Figure 1. Where the registers sit (run 1).
Other sequential cells in the stronger grey, the rest of the logic in the fainter grey.
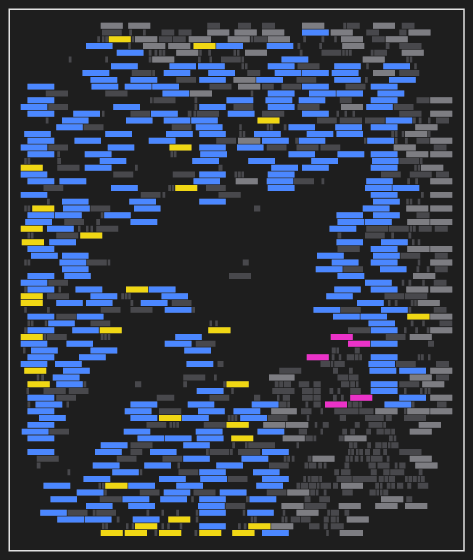
Figure 2. Met1 routing (run 1).
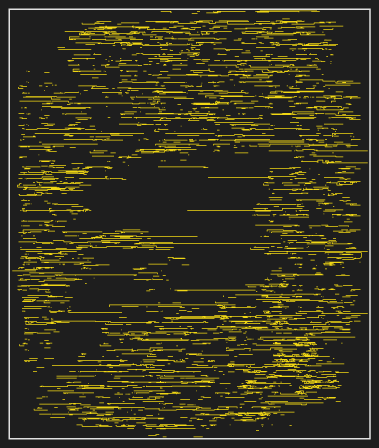
Figure 3. Congestion heat map (run 1).
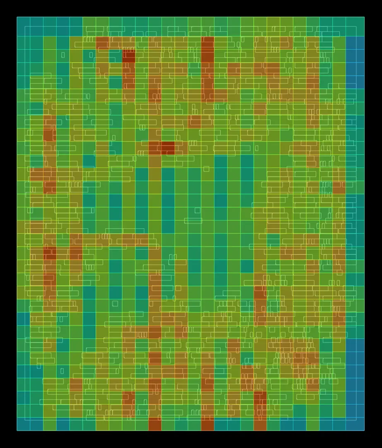
Figure 4. Nets reached from selected ports (run 1).
Scale bar: 50 um.
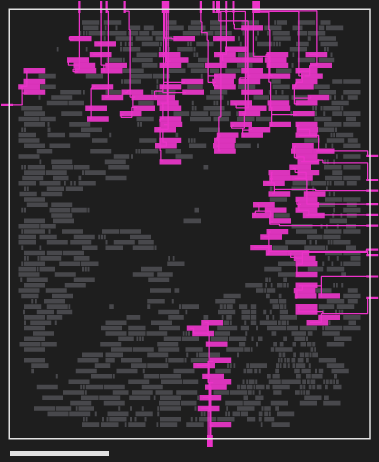
--- config.mk ---
export PLATFORM = sky130hd
export DESIGN_NAME = ip_codma_launcher
export DESIGN_NICKNAME = d
export VERILOG_FILES = /design/src/rtl/ip_codma_launch_pkg.sv /design/src/rtl/ip_codma_launch_fifo.sv /design/src/rtl/ip_codma_launcher.sv
export SDC_FILE = /design/constraint.sdc
export NUM_CORES = 1
export LEC_CHECK = 0
export CAP_MARGIN = 20
export CORE_ASPECT_RATIO = 1.2
export CORE_MARGIN = 4
export CORE_UTILIZATION = 40
export DETAILED_ROUTE_END_ITERATION = 10
export DONT_BUFFER_PORTS = 1
export PLACE_DENSITY_LB_ADDON = 0.25
export RECOVER_POWER = 25
export SLEW_MARGIN = 20
export SYNTH_ARGS = -nofsm -noshare
export SYNTH_HDL_FRONTEND = slang
export SYNTH_SLANG_ARGS = --single-unit
--- constraint.sdc ---
create_clock -name clk_i -period 9.89 [get_ports clk_i]
set_input_delay 0.989 -clock clk_i [delete_from_list [all_inputs] [get_ports clk_i]]
set_output_delay 0.989 -clock clk_i [all_outputs]
set_load 0.02 [all_outputs]
--- src/rtl/ip_codma_launch_pkg.sv ---
// Shared types and default parameters for the CoDMA launcher.
//   launch_state_t : launcher FSM states
//   launch_entry_t : one queued launch (task pointer + status pointer)
package ip_codma_launch_pkg;

  localparam int unsigned PTR_W            = 32;
  localparam int unsigned DEF_DEPTH        = 4;
  localparam int unsigned DEF_START_HOLD   = 4;
  localparam int unsigned DEF_STOP_HOLD    = 2;
  localparam int unsigned DEF_BUSY_TIMEOUT = 16;

  typedef enum logic [2:0] {
    IDLE      = 3'd0,
    LAUNCH    = 3'd1,
    WAIT_BUSY = 3'd2,
    RUN       = 3'd3,
    DONE      = 3'd4,
    ABORT     = 3'd5
  } launch_state_t;

  typedef struct packed {
    logic [PTR_W-1:0] task_ptr;
    logic [PTR_W-1:0] status_ptr;
  } launch_entry_t;

endpackage

--- src/rtl/ip_codma_launch_fifo.sv ---
// Synchronous FIFO of launch entries with flush.
//   clk, rst      : clock, async active-high reset
//   push, data_in : write request (ignored when full or flushing)
//   pop           : read request (ignored when empty or flushing)
//   flush         : empties the queue; wins over push and pop
//   head_c        : entry at the read index (combinational)
//   level, full   : registered occupancy and full flag
//   level_nxt_c   : occupancy after the current edge (combinational)
module ip_codma_launch_fifo
  import ip_codma_launch_pkg::*;
#(
  parameter int unsigned DEPTH = DEF_DEPTH
) (
  input  logic                   clk,
  input  logic                   rst,
  input  logic                   push,
  input  launch_entry_t          data_in,
  input  logic                   pop,
  input  logic                   flush,
  output launch_entry_t          head_c,
  output logic [$clog2(DEPTH):0] level,
  output logic                   full,
  output logic [$clog2(DEPTH):0] level_nxt_c
);

  localparam int unsigned IDX_W = $clog2(DEPTH);
  localparam int unsigned LVL_W = IDX_W + 1;

  launch_entry_t    mem [DEPTH];
  logic [IDX_W-1:0] rd_idx;
  logic [IDX_W-1:0] wr_idx;
  logic             do_push;
  logic             do_pop;

  assign do_push = push && !full && !flush;
  assign do_pop  = pop && (level != '0) && !flush;
  assign head_c  = mem[rd_idx];

  // Occupancy after this edge
  always_comb begin
    level_nxt_c = level;
    if (flush)
      level_nxt_c = '0;
    else if (do_push && !do_pop)
      level_nxt_c = level + LVL_W'(1);
    else if (do_pop && !do_push)
      level_nxt_c = level - LVL_W'(1);
  end

  // Indices wrap naturally since DEPTH is a power of two
  always_ff @(posedge clk or posedge rst) begin
    if (rst) begin
      rd_idx <= '0;
      wr_idx <= '0;
      level  <= '0;
      full   <= 1'b0;
    end else begin
      level <= level_nxt_c;
      full  <= (level_nxt_c == LVL_W'(DEPTH));
      if (flush) begin
        rd_idx <= '0;
        wr_idx <= '0;
      end else begin
        if (do_push) wr_idx <= wr_idx + IDX_W'(1);
        if (do_pop)  rd_idx <= rd_idx + IDX_W'(1);
      end
    end
  end

  // Storage needs no reset; entries are only read once written
  always_ff @(posedge clk) begin
    if (do_push) mem[wr_idx] <= data_in;
  end

endmodule

--- src/rtl/ip_codma_launcher.sv ---
// CPU-side initiator for the CoDMA control port: queues (task, status)
// pointer pairs, launches them one at a time and reports completion.
//   clk_i, reset_i          : clock, async active-high reset
//   push_*                  : host queue interface (valid/ready)
//   abort_i                 : stop the in-flight task and flush the queue
//   start_o, stop_o         : CoDMA control strobes
//   task/status_pointer_o   : pointers of the task most recently popped
//   busy_i, irq_i           : CoDMA status (irq_i is informational only)
//   done_*                  : one-cycle completion report, err = timeout/abort
//   level_o, idle_o         : queue occupancy, idle-and-empty flag
// Optional: define CODMA_LAUNCH_STATS_EN for stat_ok_o / stat_err_o counters.
module ip_codma_launcher
  import ip_codma_launch_pkg::*;
#(
  parameter int unsigned DEPTH        = DEF_DEPTH,
  parameter int unsigned START_HOLD   = DEF_START_HOLD,
  parameter int unsigned STOP_HOLD    = DEF_STOP_HOLD,
  parameter int unsigned BUSY_TIMEOUT = DEF_BUSY_TIMEOUT
) (
  input  logic                   clk_i,
  input  logic                   reset_i,
  input  logic                   push_valid_i,
  output logic                   push_ready_o,
  input  logic [PTR_W-1:0]       push_task_ptr_i,
  input  logic [PTR_W-1:0]       push_status_ptr_i,
  input  logic                   abort_i,
  output logic                   start_o,
  output logic                   stop_o,
  output logic [PTR_W-1:0]       task_pointer_o,
  output logic [PTR_W-1:0]       status_pointer_o,
  input  logic                   busy_i,
  input  logic                   irq_i,
  output logic                   done_valid_o,
  output logic [PTR_W-1:0]       done_task_ptr_o,
  output logic                   done_err_o,
  output logic [$clog2(DEPTH):0] level_o,
  output logic                   idle_o
`ifdef CODMA_LAUNCH_STATS_EN
  ,
  output logic [15:0]            stat_ok_o,
  output logic [15:0]            stat_err_o
`endif
);

  localparam int unsigned HOLD_MAX = (START_HOLD > STOP_HOLD) ? START_HOLD : STOP_HOLD;
  localparam int unsigned HCNT_W   = $clog2(HOLD_MAX + 1);
  localparam int unsigned TCNT_W   = $clog2(BUSY_TIMEOUT + 1);

  launch_state_t         state_q, state_n;
  logic [HCNT_W-1:0]     hcnt_q, hcnt_n;
  logic [TCNT_W-1:0]     tcnt_q, tcnt_n, tcnt_inc;
  logic                  seen_q, seen_n;
  logic                  start_n, stop_n, done_n, err_n;
  logic                  pop, flush, timed_out;
  launch_entry_t         push_entry, head;
  logic                  full;
  logic [$clog2(DEPTH):0] level_nxt;
  logic                  unused_irq;

  // irq_i is not a completion criterion; busy_i falling is
  assign unused_irq = irq_i;

  assign push_entry   = '{task_ptr: push_task_ptr_i, status_ptr: push_status_ptr_i};
  assign push_ready_o = !full;

  ip_codma_launch_fifo #(.DEPTH(DEPTH)) u_fifo (
    .clk         (clk_i),
    .rst         (reset_i),
    .push        (push_valid_i),
    .data_in     (push_entry),
    .pop         (pop),
    .flush       (flush),
    .head_c      (head),
    .level       (level_o),
    .full        (full),
    .level_nxt_c (level_nxt)
  );

  // Timeout counter counts from the first start_o cycle and saturates
  assign tcnt_inc  = (tcnt_q == TCNT_W'(BUSY_TIMEOUT)) ? tcnt_q : tcnt_q + TCNT_W'(1);
  assign timed_out = (tcnt_q >= TCNT_W'(BUSY_TIMEOUT - 1));

  // Next state; start_n/stop_n/done_n are the strobe values for the next cycle
  always_comb begin
    state_n = state_q;
    hcnt_n  = hcnt_q;
    tcnt_n  = tcnt_q;
    seen_n  = seen_q;
    start_n = 1'b0;
    stop_n  = 1'b0;
    done_n  = 1'b0;
    err_n   = 1'b0;
    pop     = 1'b0;
    flush   = abort_i;
    case (state_q)
      IDLE: begin
        if (!abort_i && (level_o != '0)) begin
          pop     = 1'b1;
          state_n = LAUNCH;
          hcnt_n  = HCNT_W'(1);
          tcnt_n  = '0;
          seen_n  = 1'b0;
          start_n = 1'b1;
        end
      end
      LAUNCH: begin
        if (abort_i) begin
          state_n = ABORT;
          hcnt_n  = HCNT_W'(1);
          stop_n  = 1'b1;
        end else begin
          tcnt_n = tcnt_inc;
          if (busy_i) seen_n = 1'b1;
          if (hcnt_q < HCNT_W'(START_HOLD)) begin
            hcnt_n  = hcnt_q + HCNT_W'(1);
            start_n = 1'b1;
          end else if (busy_i || seen_q) begin
            state_n = RUN;
          end else if (timed_out) begin
            state_n = DONE;
            done_n  = 1'b1;
            err_n   = 1'b1;
          end else begin
            state_n = WAIT_BUSY;
          end
        end
      end
      WAIT_BUSY: begin
        if (abort_i) begin
          state_n = ABORT;
          hcnt_n  = HCNT_W'(1);
          stop_n  = 1'b1;
        end else begin
          tcnt_n = tcnt_inc;
          if (busy_i) begin
            state_n = RUN;
          end else if (timed_out) begin
            state_n = DONE;
            done_n  = 1'b1;
            err_n   = 1'b1;
          end
        end
      end
      RUN: begin
        if (abort_i) begin
          state_n = ABORT;
          hcnt_n  = HCNT_W'(1);
          stop_n  = 1'b1;
        end else if (!busy_i) begin
          state_n = DONE;
          done_n  = 1'b1;
        end
      end
      DONE: begin
        state_n = IDLE;
      end
      ABORT: begin
        // Hold stop for STOP_HOLD cycles, then wait for the engine to drain
        if (hcnt_q < HCNT_W'(STOP_HOLD)) begin
          hcnt_n = hcnt_q + HCNT_W'(1);
          stop_n = 1'b1;
        end else if (!busy_i) begin
          state_n = DONE;
          done_n  = 1'b1;
          err_n   = 1'b1;
        end
      end
      default: begin
        state_n = IDLE;
      end
    endcase
  end

  // State and registered outputs
  always_ff @(posedge clk_i or posedge reset_i) begin
    if (reset_i) begin
      state_q          <= IDLE;
      hcnt_q           <= '0;
      tcnt_q           <= '0;
      seen_q           <= 1'b0;
      start_o          <= 1'b0;
      stop_o           <= 1'b0;
      done_valid_o     <= 1'b0;
      done_err_o       <= 1'b0;
      done_task_ptr_o  <= '0;
      task_pointer_o   <= '0;
      status_pointer_o <= '0;
      idle_o           <= 1'b1;
    end else begin
      state_q      <= state_n;
      hcnt_q       <= hcnt_n;
      tcnt_q       <= tcnt_n;
      seen_q       <= seen_n;
      start_o      <= start_n;
      stop_o       <= stop_n;
      done_valid_o <= done_n;
      idle_o       <= (state_n == IDLE) && (level_nxt == '0);
      if (done_n) begin
        done_err_o      <= err_n;
        done_task_ptr_o <= task_pointer_o;
      end
      if (pop) begin
        task_pointer_o   <= head.task_ptr;
        status_pointer_o <= head.status_ptr;
      end
    end
  end

`ifdef CODMA_LAUNCH_STATS_EN
  // Saturating completion counters, updated alongside the done pulse
  always_ff @(posedge clk_i or posedge reset_i) begin
    if (reset_i) begin
      stat_ok_o  <= '0;
      stat_err_o <= '0;
    end else if (done_n) begin
      if (err_n) begin
        if (stat_err_o != 16'hFFFF) stat_err_o <= stat_err_o + 16'd1;
      end else begin
        if (stat_ok_o != 16'hFFFF) stat_ok_o <= stat_ok_o + 16'd1;
      end
    end
  end
`endif

endmodule

==> impl.org, run 1 <==
#+TITLE: Synthesis and PnR summary

** Yosys
- Tally of unique sky130hd cells used after synthesis :: 54
- For reference, the top cells by count after synthesis are edfxtp_1, nand2_1, dfrtp_1.
- Share of synthesized registers carrying an async set or reset :: about a third
- Most area-hungry cell type in the Yosys netlist :: edfxtp_1
- The commonest register cell is edfxtp_1.
- Cell with the most instances after synthesis :: edfxtp_1

** Route
- For this run, the detailed router's first-pass iteration total came to 4.

** Pwr
- Cell internal power was estimated by the tool at 0.00307 W.
- Combinational logic burns 15.1% of the power.
- Design Power :: 0.00445 W
- Net switching is 30.8% of the power.

** Timing
- Setup repair after global routing left no endpoint under its margin.
- Minimum period implied by the final worst setup slack :: 2.70 ns
- Final hold violation count :: 0
- Top achievable clock speed :: 370 MHz
- Setup slack on the critical path of the routed design comes to 7.19 ns.
- Setup total negative slack on the finished layout was measured at 0 ns.

** Clock tree
- Clock net sink count :: 377
- CTS H-Tree Depth :: 2
- Post-CTS Hold Buffers :: 0

** Global route
- First-pass GRT wire length :: 45.9 mm
- Via count of the first global-routing pass :: 7581
- Largest net degree at the start of global routing :: 71
- Total routing resource utilization after global routing :: 14.9%
- The number of antenna violations at the first check in global routing is 0.

** Worst setup path
- Largest stage delay on the critical path :: 0.51 ns
- Capture point of the worst path :: done_task_ptr_o[28]
- The timing report notes that buffer and inverter cells on the critical path total 1.
- Measured in cells, the most critical reg-to-reg path has a length of 8.
- Per STA, the worst path is made up of ha_1, and3_1, ha_1, nor3_4, o31ai_4, a21oi_4, buf_4, mux2_2.
- The worst setup path is launched from a flop.

** Worst hold path
- Class of the most critical hold timing path :: in -> async

** Floorplan
- The floorplan step set the die height to around 220 um.
- The floorplan step defined a core boundary enclosing 0.0359 sq mm.
- The flow inserted around 470 tap cells.

** Final layout
- Count of clock-net buffers in the final layout :: 51
- Post-layout instance count excluding filler cells :: 1360
- In the final layout, non-clock buffers account for 0.616% of the cell area.
- The final antenna diode tally reported by the flow is 0.
- The fraction of final cell area spent on clock buffers and inverters in this run is between 7 and 8%.
- Of the cells placed in the final design, the portion with a size suffix greater than 1 is about a fifth.
- The final layout contains 944 nets.
- The biggest slice of the area belongs to sequential cells.

** Place
- Once placement finished, the instance area stood at between 0.015 and 0.02 sq mm.
- Timing analysis after detailed placement gives a worst setup slack of 6.44 ns.
- Post-Place Cells :: 1288
- Detailed placement ended at an HPWL of 16.3 mm.
- Per the gpl log, the routability congestion estimate is between 0.7 and 0.8.

** Run status
- Outcome :: completed
## Picture notes: Figure 1
legend:
  status_pointer_o:
    colour: yellow
    sequential_cells: 32
  u_fifo.mem:
    colour: blue
    sequential_cells: 256
    where: all over the die
  tcnt_q:
    colour: magenta
    sequential_cells: 5

## Picture notes: Figure 2
nets with wire on the layer: 891
share of all routed wire: 40%
wire length on this layer: 11600 um
main direction: horizontal

## Picture notes: Figure 3
fraction of the core area covered by cells at the end of the flow: 45.2%
met3 track utilization from global routing: 4.45%
routing layer with the top usage in global route: met2
global routing usage on met2: 25.5%

## Picture notes: Figure 4
legend:
  push_task_ptr_i:
    colour: magenta
    bits: 32
    direction: input
    edge: 18 north, 10 east, 3 south, 1 west
    end_cells: 128
    buffers: 0
    wire: 2020 um
number of top-level pins: 175
input/output buffers: 0

-- run 1: cells in the final DEF, fill, tap and decap left out, types with 2 or more instances in the layout --
| master | count |
|---|---|
| edfxtp_1 | 256 |
| nand2_1 | 205 |
| dfrtp_1 | 118 |
| mux4_2 | 64 |
| clkbuf_16 | 39 |
| mux2_4 | 30 |
| nor2_1 | 17 |
| inv_1 | 13 |
| a21oi_1 | 12 |
| ha_1 | 11 |
| o21ai_0 | 10 |
| clkbuf_1 | 9 |
| clkinv_2 | 8 |
| buf_4 | 7 |
| clkinv_1 | 6 |
| nand3_1 | 5 |
| nand2b_1 | 4 |
| mux2_2 | 4 |
| nor2b_1 | 4 |
| nor3_1 | 4 |
| and2_4 | 4 |
| nor2_2 | 3 |
| o21a_1 | 3 |
| and2_1 | 3 |
| inv_6 | 3 |
| clkbuf_8 | 3 |
| a21o_1 | 2 |
| a22o_1 | 2 |
| o31ai_1 | 2 |
| nor2b_4 | 2 |
| mux2i_1 | 2 |
| a221oi_1 | 2 |
| xnor2_1 | 2 |
| clkinvlp_4 | 2 |
| dfrtp_4 | 2 |
-- run 1: cells by family (layout without fill, tap and decap cells) --
| group | Yosys count | in the layout | synth area share [%] |
|---|---|---|---|
| buffers and inverters | 54 | 93 | 1.85 |
| AND/OR/NAND/NOR | 263 | 263 | 7.76 |
| multiplexers | 100 | 100 | 13.4 |
| XOR/XNOR | 3 | 3 | 0.180 |
| adder cells (fa/ha/maj) | 11 | 11 | 0.944 |
| AND-OR/OR-AND | 45 | 45 | 2.34 |
| flip-flops | 377 | 377 | 73.5 |
-- run 1: metal layers --
metal / up-vias / share of wire [%] / GRT usage [%]
li1: 3157 / - / -
met1: 3658 / 40 / 18.5
met2: 166 / 51 / 25.5
met3: 42 / 6.8 / 4.45
met4: 0 / 2.1 / 4.13
met5: - / 0 / 0
==> run 2: changes to the inputs <==
==> constraint.sdc (replaced) <==
create_clock -name clk_i -period 2.6 [get_ports clk_i]
set_input_delay 0.26 -clock clk_i [delete_from_list [all_inputs] [get_ports clk_i]]
set_output_delay 0.26 -clock clk_i [all_outputs]
set_load 0.02 [all_outputs]
Figure 5. Met1 routing (run 2).
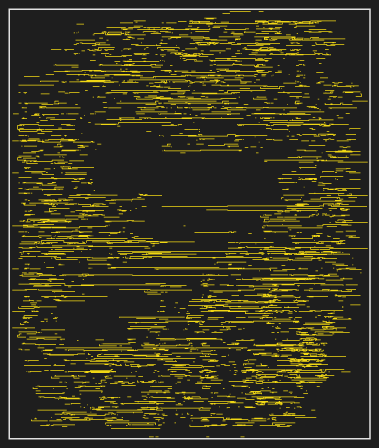
main direction: horizontal
nets with wire on the layer: 960
vias after detailed routing: 7322
routing usage on met1: 19.1%
sum of routed wire length over all layers: 29.5 mm

Figure 6. Where the registers sit (run 2).
Other sequential cells in the stronger grey, the rest of the logic in the fainter grey.
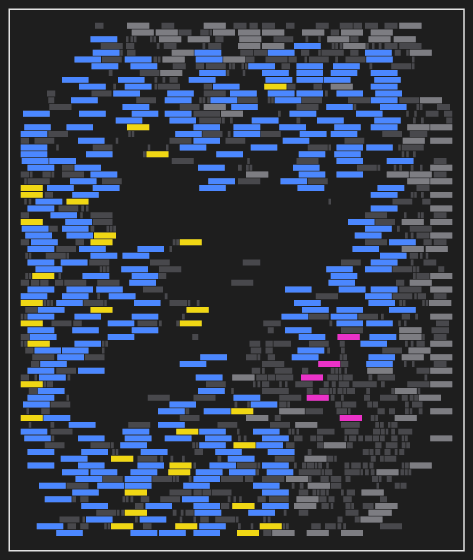
legend:
  status_pointer_o:
    colour: yellow
    sequential_cells: 32
  tcnt_q:
    colour: magenta
    sequential_cells: 5
  u_fifo.mem:
    colour: blue
    sequential_cells: 256
    where: all over the die
not coloured: 84

==> run 2 against run 1 <==
Compared with the run above:
- synthesized cell count unchanged
- clock power rose to 4.1 times the previous value
- global-route usage up 0.16 points
- maximum frequency up 13%
- die size unchanged
- register-to-register slack worse by 7.0 ns
- clock skew up 0.0022 ns
- hold slack worse by 0.38 ns
- largest cell class unchanged
- sequential share of layout area down 3.9 points
- final cell count up 6.4%
- combinational power rose to 4.4 times the previous value
- sequential cell count unchanged
==> impl.org, run 2 <==
#+TITLE: Synthesis and PnR summary

** Global route
- The first global-routing pass estimated roughly 46 mm of wire.
- Via count of the first global-routing pass :: just under 8000
- Total routing resource utilization after global routing :: between 15 and 20%
- Entering global routing, the biggest net connects 66 pins.
- The layer flagged by global routing as most heavily used is met2.

** Worst setup path
- Capture point of the worst path :: done_task_ptr_o[31]
- Category of the worst setup path launch point :: flop

** Yosys
- The portion of synthesized area spent on multiplexers is 13.4%.
- Of all cell types, the one taking the most synthesized area is edfxtp_1.
- After synthesis, the netlist uses 54 different library cells.
- Post-synth the commonest register cell is edfxtp_1.
- Yosys reported that registers with async set or reset make up roughly a third.
- Arithmetic-cell share of the synthesized area counting full adders, half adders and majority gates :: 0.944%
- Commonest cells in the netlist :: edfxtp_1, nand2_1, dfrtp_1

** Timing
- Final hold violation count :: 0
- Unrepaired setup endpoints after global routing :: no

** Final layout
- Layout cells sized above 1 :: 21.6%
- Most frequently placed logic cell in the final layout :: edfxtp_1

** Run status
- Outcome :: completed

** Pwr
- The switching portion of total power comes to around 30%.
- Proportion of power drawn by combinational gates :: between 10% and 20%

** Floorplan
- From bottom edge to top edge, the die measures 217 um.
- Number of top-level pins :: 175
- According to the floorplan report, the placeable core area is 0.0359 sq mm.

** Route
- Max Used Layer :: met4
- Routed length on met1 :: between 10 and 15 mm
- Wire segments on met2 add up to about 15 mm in the final route.

** Place
- RePlAce Congestion :: 0.754
- Input/output buffers :: 0
- The wire-length estimate of the detail-placed layout is 17.2 mm.

** Clock tree
- Clock net sink count :: 377
- Looking at the clock tree report, the H-tree level count equals 2.
- Post-CTS Hold Buffers :: about 67
Figure 7. Congestion heat map (run 2).
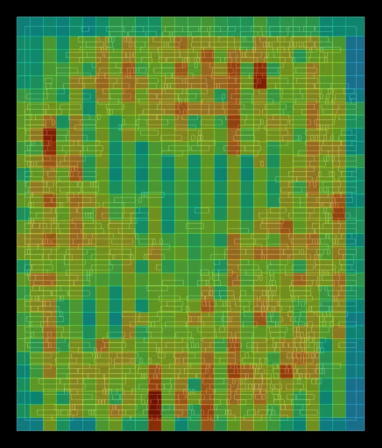
global routing usage on met2: 26.0%
met3 track utilization from global routing: 3.61%
fraction of the core area covered by cells at the end of the flow: 48.1%

-- run 2: cell types whose count changed in the layout (fill, tap and decap cells not counted), moves of 2 or more --
cell,before,now
buf_4,7,13
clkinv_2,8,12
clkbuf_1,9,4
inv_6,3,1
buf_12,1,13
clkbuf_16,39,42
dlygate4sd3_1,0,67
clkinvlp_4,2,4
-- run 2: stage by stage --
step / setup WS (ns) / cell area [sq um] / cells / utilization (%)
6_report: 0.214 / 17300 / 1447 / 48.1
3_5_place_dp: 0.212 / 15300 / 1307 / 42.7
3_3_place_gp: 0.255 / 15300 / 1307 / 42.7
5_1_grt: 0.0870 / 17300 / 1447 / 48.1
4_1_cts: 0.204 / 17300 / 1446 / 48.1
2_1_floorplan: 0.402 / 14600 / 853 / -
-- run 2: worst min path at each step --
| stage | start | end | slack (ns) |
|---|---|---|---|
| after floorplan | push_status_ptr_i[0] | u_fifo.mem[0][0] | 0.36 |
| after global placement | reset_i | done_task_ptr_o[9] | 0.30 |
| after detailed placement | reset_i | done_task_ptr_o[9] | 0.30 |
| after CTS | busy_i | state_q[0] | 0.003 |
| after global routing | busy_i | state_q[0] | 0.02 |
| final | busy_i | state_q[0] | 0.03 |
-- run 2: power groups by stage --
stage | logic, W | registers [W] | clock network (W)
floorplan | 0.00235 | 0.00892 | 0
global route | 0.00336 | 0.00920 | 0.00589
global placement | 0.00285 | 0.00920 | 0
detailed placement | 0.00291 | 0.00921 | 0
finish | 0.00298 | 0.00906 | 0.00547
CTS | 0.00305 | 0.00910 | 0.00565
-- run 2: final cells by class --
class                           count  area [sq um]
Antenna cell                        1          2.50
Clock buffer                       48          1090
Clock inverter                     24           179
Fill cell                        3042         18700
Inverter                           14          56.3
Multi-Input combinational cell    422          3610
Sequential cell                   377         10700
Tap cell                          468           586
Timing Repair Buffer               93          1030
==> run 3: changes to the inputs <==
--- a/config.mk
+++ b/config.mk
@@ -9,6 +9,8 @@
 export CORE_ASPECT_RATIO = 1.2
 export CORE_MARGIN = 4
 export CORE_UTILIZATION = 40
+export CTS_BUF_LIST = sky130_fd_sc_hd__clkbuf_4 sky130_fd_sc_hd__clkbuf_8
+export CTS_CLUSTER_DIAMETER = 100
 export DETAILED_ROUTE_END_ITERATION = 10
 export DONT_BUFFER_PORTS = 1
 export PLACE_DENSITY_LB_ADDON = 0.25
Figure 8. Met1 routing (run 3).
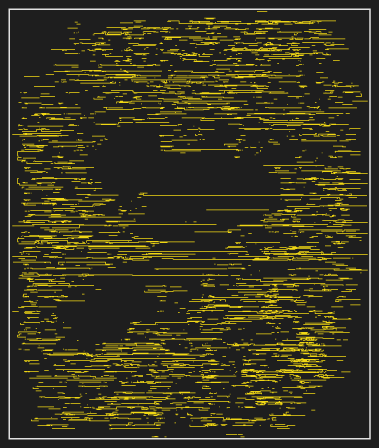
longest straight run: 93.8 um
wire length on this layer: 12300 um
main direction: horizontal
nets with wire on the layer: 987
routing usage on met1: 19.2%
sum of routed wire length over all layers: 30.0 mm
vias after detailed routing: 7538

Figure 9. Congestion heat map (run 3).
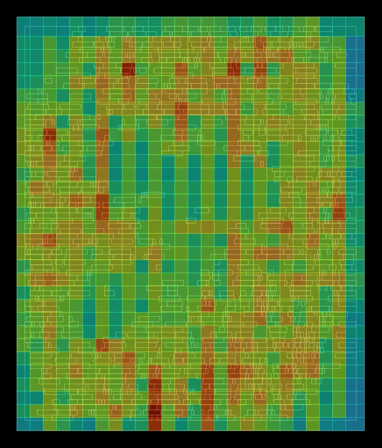
fraction of the core area covered by cells at the end of the flow: 48.6%
routed length per instance: 20.0 um
global routing usage on met2: 25.9%
met3 track utilization from global routing: 4.21%

==> run 3 against run 2 <==
Compared with the run above:
- clock power increased by 6.8%
- global-route usage increased by 0.38 points
- core utilization increased by 0.53 points
- critical path depth unchanged
- clock skew increased by 0.0075 ns
- sequential cell count unchanged
- critical path type unchanged
- largest cell class unchanged
==> impl.org, run 3 <==
#+TITLE: Synthesis and PnR summary

** Place
- RePlAce Congestion :: 0.754
- Including well taps, the total number of placed cells is 1307.
- Half-perimeter wire length after detailed placement :: between 15 and 20 mm
- Worst setup slack after placement :: around 0.21 ns

** Yosys
- Per the synth stats, the proportion of register bits with asynchronous set or reset is 32.1%.
- In this run, the synthesized area fraction spent on xor and xnor cells is recorded as 0.180%.
- And-or/or-and share of the synthesized area :: 2.34%
- In the synthesized netlist the dominant register cell turns out to be edfxtp_1.
- In the Yosys stats the netlist draws on 54 distinct library cells.
- In this run, the synthesized area fraction spent on adder and majority cells is recorded as 0.944%.
- Cell with the most instances after synthesis :: edfxtp_1
- Looking at area per cell type in the netlist, the leader is edfxtp_1.
- Measured against the total synthesized area, the mux share comes to 13.4%.

** Worst hold path
- Class of the most critical hold timing path :: in -> reg

** Global route
- Initial antenna violation count :: 0
- Entering global routing, the biggest net connects 66 pins.
- Global route summary, busiest routing layer listed as met2.
- First-pass GRT wire length :: approximately 47 mm

** Route
- First-pass DRT Iterations :: 4

** Clock tree
- CTS H-Tree Depth :: 3

** Worst setup path
- Largest stage delay on the critical path :: roughly 0.42 ns
- Cells traversed along the worst timing path :: ha_1, and3_1, ha_1, nor3_4, o31ai_4, a21oi_4, buf_12, mux2_4
- The script reports the combined buffer and inverter count of the critical path as 1.
- STA classifies the critical path startpoint as a flop.

** Floorplan
- According to the floorplan report, the placeable core area is 0.0359 sq mm.

** Final layout
- Layout cells sized above 1 :: 25.7%
- Non-Filler Cell Area, Final :: 0.0175 sq mm
- Final-stage net count :: 1055
- The filler cells instantiated in the layout total 3038.

** Timing
- For reference, the final report shows the hold violation count at 0.
- The smallest clock period supported by the final layout is computed as 2.38 ns.
- Unrepaired setup endpoints after global routing :: no
- Setup ws final :: 0.222 ns

** Pwr
- Design Power :: 0.0179 W

** Run status
- The flow ran to the end, and the final reports show no timing, DRC or antenna violations.
Figure 10. Where the registers sit (run 3).
Other sequential cells in the stronger grey, the rest of the logic in the fainter grey.
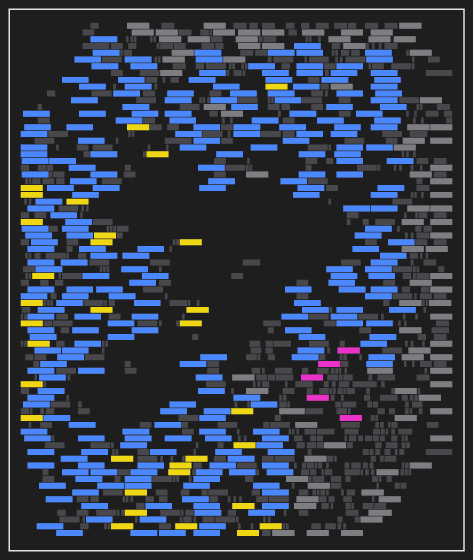
legend:
  u_fifo.mem:
    colour: blue
    sequential_cells: 256
    where: all over the die
  status_pointer_o:
    colour: yellow
    sequential_cells: 32
  tcnt_q:
    colour: magenta
    sequential_cells: 5
not coloured: 84

-- run 3: power by group --
part	leakage [nW]	total (W)	internal, W	switching, W
Sequential	3.86	0.00907	0.00741	0.00166
Combinational	2.04	0.00298	0.00151	0.00147
Clock	0.768	0.00584	0.00347	0.00237
Total	6.67	0.0179	0.0124	0.00551
-- run 3: layout make-up --
cell class / instances / area, sq um / area share, %
Antenna cell: 1 / 2.50 / 0.0143
Inverter: 14 / 56.3 / 0.322
Sequential cell: 377 / 10700 / 61.4
Timing Repair Buffer: 93 / 1030 / 5.89
Clock buffer: 99 / 1240 / 7.08
Multi-Input combinational cell: 422 / 3610 / 20.7
Tap cell: 468 / 586 / 3.35
Clock inverter: 23 / 225 / 1.29
-- run 3: worst register-to-register path, delay by kind of cell, from the launching register on --
family	cells	cell delay (ns)
buf+inv	1	0.24
flops	1	0.42
compound gates	2	0.30
fa+ha+maj	2	0.44
simple gates	2	0.46
mux	1	0.39
-- run 3: worst paths after layout --
| kind | to | slack [ns] | cells past startpoint | startpoint |
|---|---|---|---|---|
| max in group asynchronous | status_pointer_o[30] | 1.60 | 3 | reset_i |
| hold / removal | u_fifo.level[2] | 0.1 | 3 | push_valid_i |
| min in group asynchronous | done_task_ptr_o[9] | 0.27 | 2 | reset_i |
| setup / recovery | done_task_ptr_o[31] | 0.22 | 8 | tcnt_q[0] |
| hold reg to reg | hcnt_q[0] | 0.53 | 1 | hcnt_q[0] |
| setup reg to reg | done_task_ptr_o[31] | 0.22 | 8 | tcnt_q[0] |
-- run 3: layer usage --
| layer | wire [um] | vias up |
|---|---|---|
| met5 | 0 | - |
| met4 | 605 | 0 |
| met3 | 1630 | 43 |
| met2 | 15400 | 186 |
| met1 | 12300 | 3901 |
| li1 | - | 3408 |
Power figures rest on the tool's default switching activity, not on a simulated workload.
